Fig. 1: run 1, cell area per tile
Drawn at 3 px/um. The die is cut into 11 by 9 equal tiles; black is low, pale yellow is high, 0 to 100% covered.
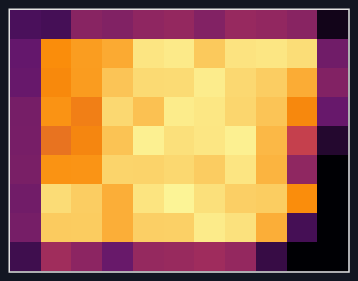
Fig. 2: run 1, clock routing
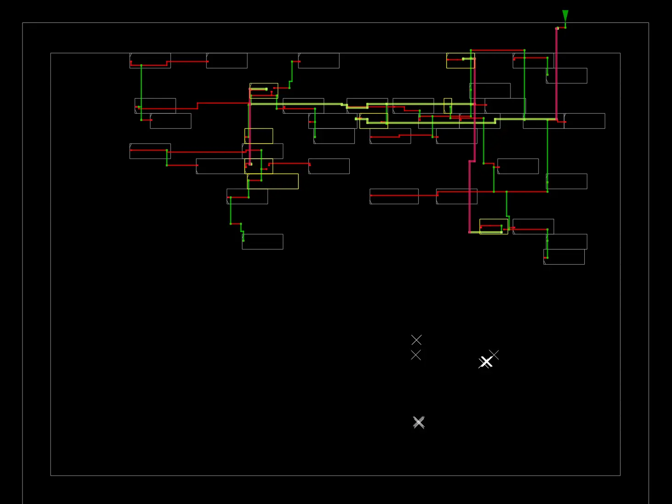
Fig. 3: run 1, signal wires on met2
Drawn at 3 px/um.
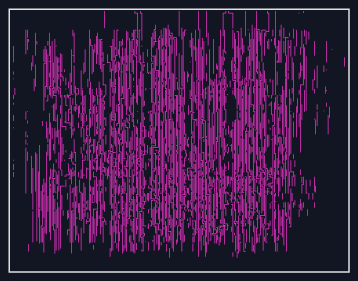
[src/rtl/mux_sched_pkg.sv]
// Shared state encoding and default sizing for the round-robin mux scheduler.
package mux_sched_pkg;

   typedef enum logic {
      IDLE  = 1'b0,
      GRANT = 1'b1
   } state_t;

   localparam int DEF_DATA_WIDTH = 16;
   localparam int DEF_SEL_WIDTH  = 4;
   localparam int DEF_BURST_LEN  = 4;

endpackage

[src/rtl/rr_pick.sv]
// Combinational round-robin search: first set req bit after ptr, wrapping.
module rr_pick #(
   parameter int DATA_WIDTH = 16,
   parameter int SEL_WIDTH  = 4
) (
   input  logic [DATA_WIDTH-1:0] req,
   input  logic [SEL_WIDTH-1:0]  ptr,
   input  logic                  exclude,
   output logic [SEL_WIDTH-1:0]  winner,
   output logic                  found
);

   logic [SEL_WIDTH-1:0] idx;

   // Scan from the farthest offset down so the nearest hit wins; offset
   // DATA_WIDTH lands back on ptr itself, which exclude can mask out.
   always_comb begin
      winner = '0;
      found  = 1'b0;
      idx    = '0;
      for (int i = DATA_WIDTH; i >= 1; i--) begin
         idx = ptr + SEL_WIDTH'(i);
         if (req[idx] && !(exclude && (i == DATA_WIDTH))) begin
            winner = idx;
            found  = 1'b1;
         end
      end
   end

endmodule

[src/rtl/mux_rr_scheduler.sv]
// Round-robin scheduler granting one serial input at a time for bursts of
// up to BURST_LEN accepted beats, with back-to-back grant handover.
module mux_rr_scheduler
   import mux_sched_pkg::*;
#(
   parameter int DATA_WIDTH = DEF_DATA_WIDTH,
   parameter int SEL_WIDTH  = DEF_SEL_WIDTH,
   parameter int BURST_LEN  = DEF_BURST_LEN
) (
   input  logic                  clk,
   input  logic                  rst_n,
   input  logic [DATA_WIDTH-1:0] req,
   input  logic [DATA_WIDTH-1:0] in,
   input  logic                  out_ready,
   output logic [SEL_WIDTH-1:0]  sel,
   output logic [DATA_WIDTH-1:0] grant,
   output logic                  out,
   output logic                  out_valid,
   output logic                  busy
);

   localparam logic [7:0]            LAST_BEAT = 8'(BURST_LEN - 1);
   localparam logic [DATA_WIDTH-1:0] ONE       = DATA_WIDTH'(1);

   state_t                state, state_nx;
   logic [SEL_WIDTH-1:0]  sel_nx, ptr, ptr_nx, pick_ptr, winner;
   logic [7:0]            beat_cnt, cnt_nx;
   logic [DATA_WIDTH-1:0] grant_nx;
   logic                  found, exclude, accepted, burst_end;

   assign out       = in[sel];
   assign busy      = (state == GRANT);
   assign out_valid = busy && req[sel];
   assign accepted  = out_valid && out_ready;
   assign burst_end = busy && ((accepted && (beat_cnt == LAST_BEAT)) || !req[sel]);

   // While granted, the next search starts after the current owner, which is
   // passed over unless nobody else is asking.
   assign pick_ptr = busy ? sel : ptr;
   assign exclude  = busy && |(req & ~(ONE << sel));

   rr_pick #(
      .DATA_WIDTH(DATA_WIDTH),
      .SEL_WIDTH (SEL_WIDTH)
   ) u_pick (
      .req    (req),
      .ptr    (pick_ptr),
      .exclude(exclude),
      .winner (winner),
      .found  (found)
   );

   always_comb begin
      state_nx = state;
      sel_nx   = sel;
      ptr_nx   = ptr;
      cnt_nx   = beat_cnt;
      grant_nx = grant;
      case (state)
         IDLE: begin
            if (found) begin
               state_nx = GRANT;
               sel_nx   = winner;
               cnt_nx   = '0;
               grant_nx = ONE << winner;
            end
         end
         GRANT: begin
            if (burst_end) begin
               ptr_nx = sel;
               cnt_nx = '0;
               if (found) begin
                  sel_nx   = winner;
                  grant_nx = ONE << winner;
               end else begin
                  state_nx = IDLE;
                  grant_nx = '0;
               end
            end else if (accepted) begin
               cnt_nx = beat_cnt + 8'd1;
            end
         end
         default: begin
            state_nx = IDLE;
            grant_nx = '0;
         end
      endcase
   end

   always_ff @(posedge clk) begin
      if (!rst_n) begin
         state    <= IDLE;
         sel      <= '0;
         grant    <= '0;
         beat_cnt <= '0;
         ptr      <= SEL_WIDTH'(DATA_WIDTH - 1);
      end else begin
         state    <= state_nx;
         sel      <= sel_nx;
         grant    <= grant_nx;
         beat_cnt <= cnt_nx;
         ptr      <= ptr_nx;
      end
   end

endmodule

[config.mk]
export PLATFORM = sky130hd
export DESIGN_NAME = mux_rr_scheduler
export DESIGN_NICKNAME = d
export VERILOG_FILES = /design/src/rtl/mux_sched_pkg.sv /design/src/rtl/rr_pick.sv /design/src/rtl/mux_rr_scheduler.sv
export SDC_FILE = /design/constraint.sdc
export NUM_CORES = 1
export LEC_CHECK = 0
export ABC_AREA = 1
export CORE_ASPECT_RATIO = 0.75
export CORE_MARGIN = 5
export CORE_UTILIZATION = 51
export DETAILED_ROUTE_END_ITERATION = 10
export GPL_TIMING_DRIVEN = 0
export PLACE_DENSITY = 0.8
export SLEW_MARGIN = 10
export SYNTH_ARGS = -nofsm -noshare
export SYNTH_HDL_FRONTEND = slang
export SYNTH_SLANG_ARGS = --single-unit
[constraint.sdc]
create_clock -name clk -period 3.1 [get_ports clk]
set_clock_uncertainty 0.1 [all_clocks]
set_input_delay 0.465 -clock clk [delete_from_list [all_inputs] [get_ports clk]]
set_output_delay 0.465 -clock clk [all_outputs]
set_load 0.02 [all_outputs]
==> flow_summary.json, run 1 <==
{
  "status": "finished, violations left",
  "violations": "design-rule violations, negative setup slack",
  "grt.busiest_layer": "met2",
  "yosysCellCount": 670,
  "top_area_share_pct": 17.5,
  "min_delay_worst_endpoint": "grant[7]",
  "cts-root-buf": "clkbuf_8",
  "postCtsHoldBufs": 0,
  "drcViolationCount": 28,
  "async_flop_share_pct": 0,
  "tns_ns": -13.96,
  "edf_count": 0,
  "crit_path_start_kind": "flop",
  "layout_top_cells": "nand2_1 (172), nand3_1 (67), inv_1 (57), buf_4 (57), clkdlybuf4s50_1 (56)",
  "cts.path.max_buffers": 2,
  "cts_tree": "done",
  "initCoreUtil_pct": 51.7,
  "required_ns": 3.22,
  "path_class": "flop to flop",
  "reg2reg_from": "busy",
  "die_w_um": 113,
  "vias": 5939,
  "grt_antenna_before_repair": 0,
  "topCellsByArea": "nand2_1 (17%), dfxtp_1 (16%), nand3_1 (14%), inv_1 (5.9%), a21oi_1 (5.8%)",
  "min_path_type": "flop to flop",
  "worst_slack_ns": -0.593,
  "holdPathStages": 2,
  "avgSynthCellArea_um2": 6.03,
  "grtUsageMet3_pct": 9.65,
  "syn-num-nets": 713,
  "htreeDepth": 2,
  "area_delta_synth_final_pct": 58.5,
  "drt_first_iter_violations": 1063,
  "synth_seq_share_pct": 16.4,
  "crit_path_end_kind": "flop",
  "reg_top3": "grant: 16 flops, beat_cnt: 8 flops",
  "common_cells": "nand2_1 (188), nand3_1 (110), inv_1 (63), a21oi_1 (47), nor2_1 (38)",
  "chipArea_um2": 9820,
  "grt_max_degree": 11,
  "place.gp.congestion": 0.980,
  "layout-drive-gt1-share_pct": 36.3,
  "setup_violations": 28
}
Notes on Fig. 1 above:
5.1% of the tiles are nearly empty. The densest ninth of the die: center. The emptiest ninth of the die: lower right. 56% of the tiles are over 75% full. The fullest tile reaches 98%.

Notes on Fig. 2 above:
clk sinks: 33
seq_cells: 33
CLK BUF: 8
Skew-Pair Late Insertion Delay: 0.30 ns

Notes on Fig. 3 above:
The wires run mostly vertical. The layer carries 7,980 um of wire. The layer holds 42% of the routed length. The longest straight run is 43.2 um.

run 1: repair_timing:
| action | 4_1_cts | 5_1_grt |
|---|---|---|
| gates cloned | 1 | 0 |
| setup buffers | 45 | 19 |
| pin swaps | 50 | 35 |
| endpoints found under the hold margin | 0 | 0 |
| resized | 140 | 63 |
| endpoints found under the setup margin | 29 | 29 |
run 1: metrics by stage:
stage	utilization, %
6_report	82.0
5_1_grt	82.0
4_1_cts	75.7
3_5_place_dp	61.3
3_3_place_gp	61.3
2_1_floorplan	-
run 1: final cells by class:
cell class | count | area [um2]
Timing Repair Buffer | 122 | 1140
Tap cell | 105 | 131
Sequential cell | 33 | 672
Fill cell | 453 | 1410
Clock buffer | 8 | 111
Buffer | 20 | 256
Inverter | 82 | 360
Multi-Input combinational cell | 535 | 3730
run 1: logic make-up after synthesis:
family	count (synthesis)	share of synthesized area, %
compound gates	102	15.9
xor+xnor	4	1.52
fa+ha+maj	8	2.48
buf+inv	102	11.9
flops	33	16.4
simple gates	421	51.9
run 1: worst max path at each step:
stage | endpoint | slack, ns
floorplan | grant[10] | 0.02
global placement | beat_cnt[4] | -0.52
detailed placement | beat_cnt[4] | -0.58
CTS | beat_cnt[2] | -0.21
global route | grant[8] | -0.71
finish | grant[8] | -0.59
run 1: critical path, stage by stage, from the launching register on:
cell	delay, ns
dfxtp_4	0.40
buf_12	0.15
nand2_4	0.08
nand2_4	0.11
buf_6	0.18
nand2_1	0.14
nand3_1	0.16
nand3_1	0.12
and2_1	0.21
nand2_1	0.17
nand2_1	0.22
nor4_2	0.34
nand4_2	0.23
or2_4	0.33
nand2_8	0.10
nor2_8	0.06
buf_4	0.18
nor2_1	0.09
nor2_1	0.07
nor2_1	0.15
==> run 1 -> run 2 <==
- CORE_UTILIZATION: 51 -> 56
- CTS_CLUSTER_SIZE: unset -> 8
- PLACE_DENSITY: 0.8 -> 0.84
- SYNTH_HIERARCHICAL: unset -> 1
- clock period: 3.1 -> 4 ns (I/O delays scaled with it)
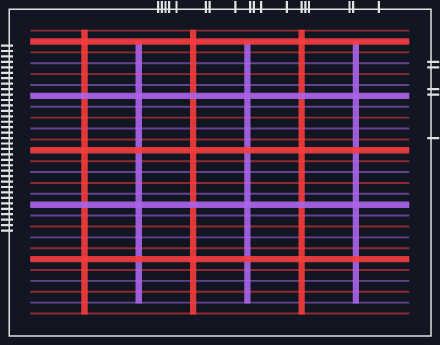
Fig. 4. Floorplan with the power grid (run 2).
Drawn at 4 px/um. Pins as bars on the die edge.
Key: VDD = purple; VSS = red
The core has 26 rows. 58 signal pins sit on the boundary. 6 straps on met4. 27 met1 rails follow the rows. 5 straps on met5.
die height: 81.3 um
Core Area: 6700 um2

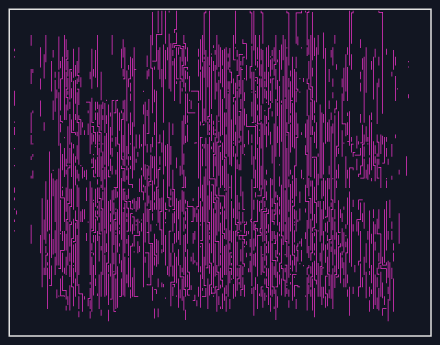
Fig. 5. Signal wires on met2 (run 2).
Drawn at 4 px/um.
drt total wl: 15,800 um
Via Count: 5,521

==> flow_summary.json, run 2 <==
{
  "synthAdderAreaFrac_pct": 2.64,
  "violations": "negative setup slack",
  "top_logic_kind": "simple AND/OR/NAND/NOR gates",
  "cpPeakStageDelay_ns": 0.46,
  "avgSynthCellArea_um2": 5.38,
  "worstSkewPairLatency_ns": 0.29,
  "place.gp.congestion": 1.02,
  "grt_antenna_before_repair": 0,
  "required_ns": 4.13,
  "top_area_share_pct": 27.0,
  "drcViolationCount": 0,
  "simple_gate_area_share_pct": 54.9,
  "setup_violations": 22,
  "min_path_type": "flop to flop",
  "synth-compound-area-share_pct": 12.3,
  "status": "finished, violations left",
  "worst_slack_ns": -0.203,
  "layout-drive-gt1-share_pct": 23.7,
  "grt.busiest_layer": "met2",
  "ys_sh_xor_pct": 2.01,
  "synth_seq_share_pct": 17.4
}
==> run 2: area by class of cell <==
type | count | area, um2 | area share (%)
multi-input cells | 583 | 3170 | 57.7
plain buffers | 24 | 230 | 4.19
inverters | 65 | 282 | 5.12
clock inverters | 1 | 30.0 | 0.546
repair buffers | 104 | 928 | 16.9
well taps | 84 | 105 | 1.91
clock buffers | 7 | 86.3 | 1.57
flip-flops and latches | 33 | 664 | 12.1
==> run 2: worst max-delay path: cells and delay by family, from the launching register on <==
family                     cells  cell delay, ns
and+or+nand+nor                9            1.66
buffers and inverters          8            1.17
AOI/OAI and AO/OA              3            0.56
DFF                            1            0.33
adders and majority gates      1            0.32
==> run 2: stage by stage <==
step	cell area, um2	utilization, %	TNS, ns
after global placement	4490	67.0	-15.01
after detailed placement	4490	67.0	-18.22
after CTS	4920	73.5	-0.00651
after global routing	5500	82.0	-3.62
final	5500	82.0	-2.95
after floorplan	3820	-	0
==> run 2: worst paths after layout <==
kind / end / start / slack, ns
max: beat_cnt[2] / busy / -0.20
min: grant[14] / grant[14] / 0.38
max reg2reg: beat_cnt[2] / busy / -0.20
min reg2reg: grant[14] / grant[14] / 0.38
==> run 2: timing repair <==
action,in CTS,in global routing
setup buffers,13,34
hold endpoints to repair,0,0
resized,52,87
hold buffers,0,0
setup endpoints to repair,28,25
gates cloned,1,0
pin swaps,8,36
==> run 2 -> run 3 <==
- CORE_UTILIZATION: 56 -> 57
- CTS_BUF_LIST: unset -> sky130_fd_sc_hd__clkbuf_2
- PLACE_DENSITY: 0.84 -> 0.86
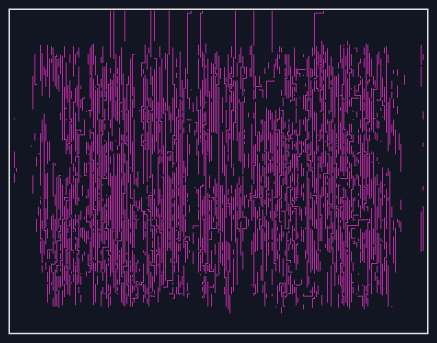
Fig. 6. Signal wires on met2 (run 3).
Drawn at 4 px/um.
The layer holds 41% of the routed length. The layer carries 6,610 um of wire. 727 nets have wire on it. The wires run mostly vertical.
drt total wl: 16,000 um
Via Count: 5,614
met2 usage: 50.1%

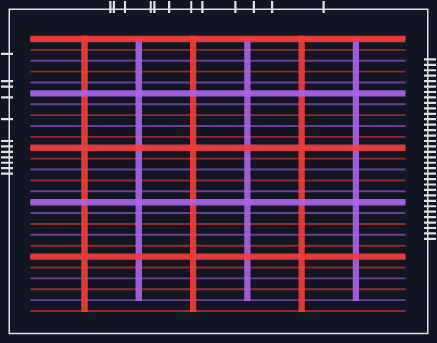
Fig. 7. Floorplan with the power grid (run 3).
Drawn at 4 px/um. Pins as bars on the die edge.
Key: VDD = purple; VSS = red
26 met1 rails follow the rows. The core has 25 rows. 58 signal pins sit on the boundary.
Core Area: 6380 um2

==> flow_summary.json, run 3 <==
{
  "slowest_stage": "dfxtp_2",
  "syn-num-nets": 749,
  "setup_violations": 3,
  "worst_slack_ns": -0.0518,
  "cp_common_cell": "nand2_1",
  "crit_path_end_kind": "flop",
  "fillers": 357,
  "final-comb-area_um2": 3240,
  "worstSkewPairLatency_ns": 0.39,
  "path_class": "flop to flop",
  "chipArea_um2": 8410,
  "async_flop_share_pct": 0,
  "crit_path_start_kind": "flop",
  "grt_max_degree": 20,
  "worst_r2r_endpoint": "grant[12]",
  "htreeDepth": 2,
  "status": "finished, violations left",
  "cts_setup_buffers": 8,
  "reg_top3": "grant: 16 flops, beat_cnt: 8 flops",
  "violations": "negative setup slack",
  "grt_antenna_before_repair": 0,
  "topCellsByArea": "nand2_1 (27%), dfxtp_1 (17%), nand3_1 (12%), nor2_1 (6.8%), a21oi_1 (5.9%)",
  "clock-sinks": 33
}
-- run 3: critical path, delay by kind of cell, from the launching register on --
family | cells | cell delay (ns)
fa+ha+maj | 1 | 0.30
buf+inv | 9 | 0.91
simple gates | 24 | 1.86
flops | 1 | 0.37
compound gates | 3 | 0.45
-- run 3: layer usage --
layer	share of wire (%)	vias up	GRT usage [%]
li1	-	2512	-
met1	39	2445	43.4
met2	41	523	50.1
met3	16	134	9.08
met4	4.6	0	9.44
met5	0	-	0
-- run 3: how the worst max path moves through the flow --
| stage | from | to | slack [ns] |
|---|---|---|---|
| after detailed placement | busy | grant[12] | -0.92 |
| after floorplan | busy | grant[14] | 0.006 |
| after CTS | busy | grant[15] | -0.01 |
| final | busy | grant[12] | -0.05 |
| after global routing | busy | grant[12] | -0.28 |
| after global placement | busy | grant[14] | -0.77 |
-- run 3: cell families after synthesis --
logic type                 synth area share [%]
and+or+nand+nor                            54.9
buffers and inverters                      10.7
AOI/OAI and AO/OA                          12.3
DFF                                        17.4
adders and majority gates                  2.64
xor gates and xnor gates                   2.01
-- run 3: through the flow --
| stage | cell area, um2 |
|---|---|
| after floorplan | 3820 |
| after global placement | 4490 |
| after detailed placement | 4490 |
| after CTS | 4840 |
| after global routing | 5510 |
| final | 5510 |
-- run 3: layout make-up --
cell class,instances,share of cell area [%]
timing repair buffer,102,16.7
sequential,33,12.1
inverter,65,5.11
multi-input combinational,583,58.8
clock inverter,2,0.636
buffer,23,4.32
clock buffer,5,0.454
tap,81,1.84
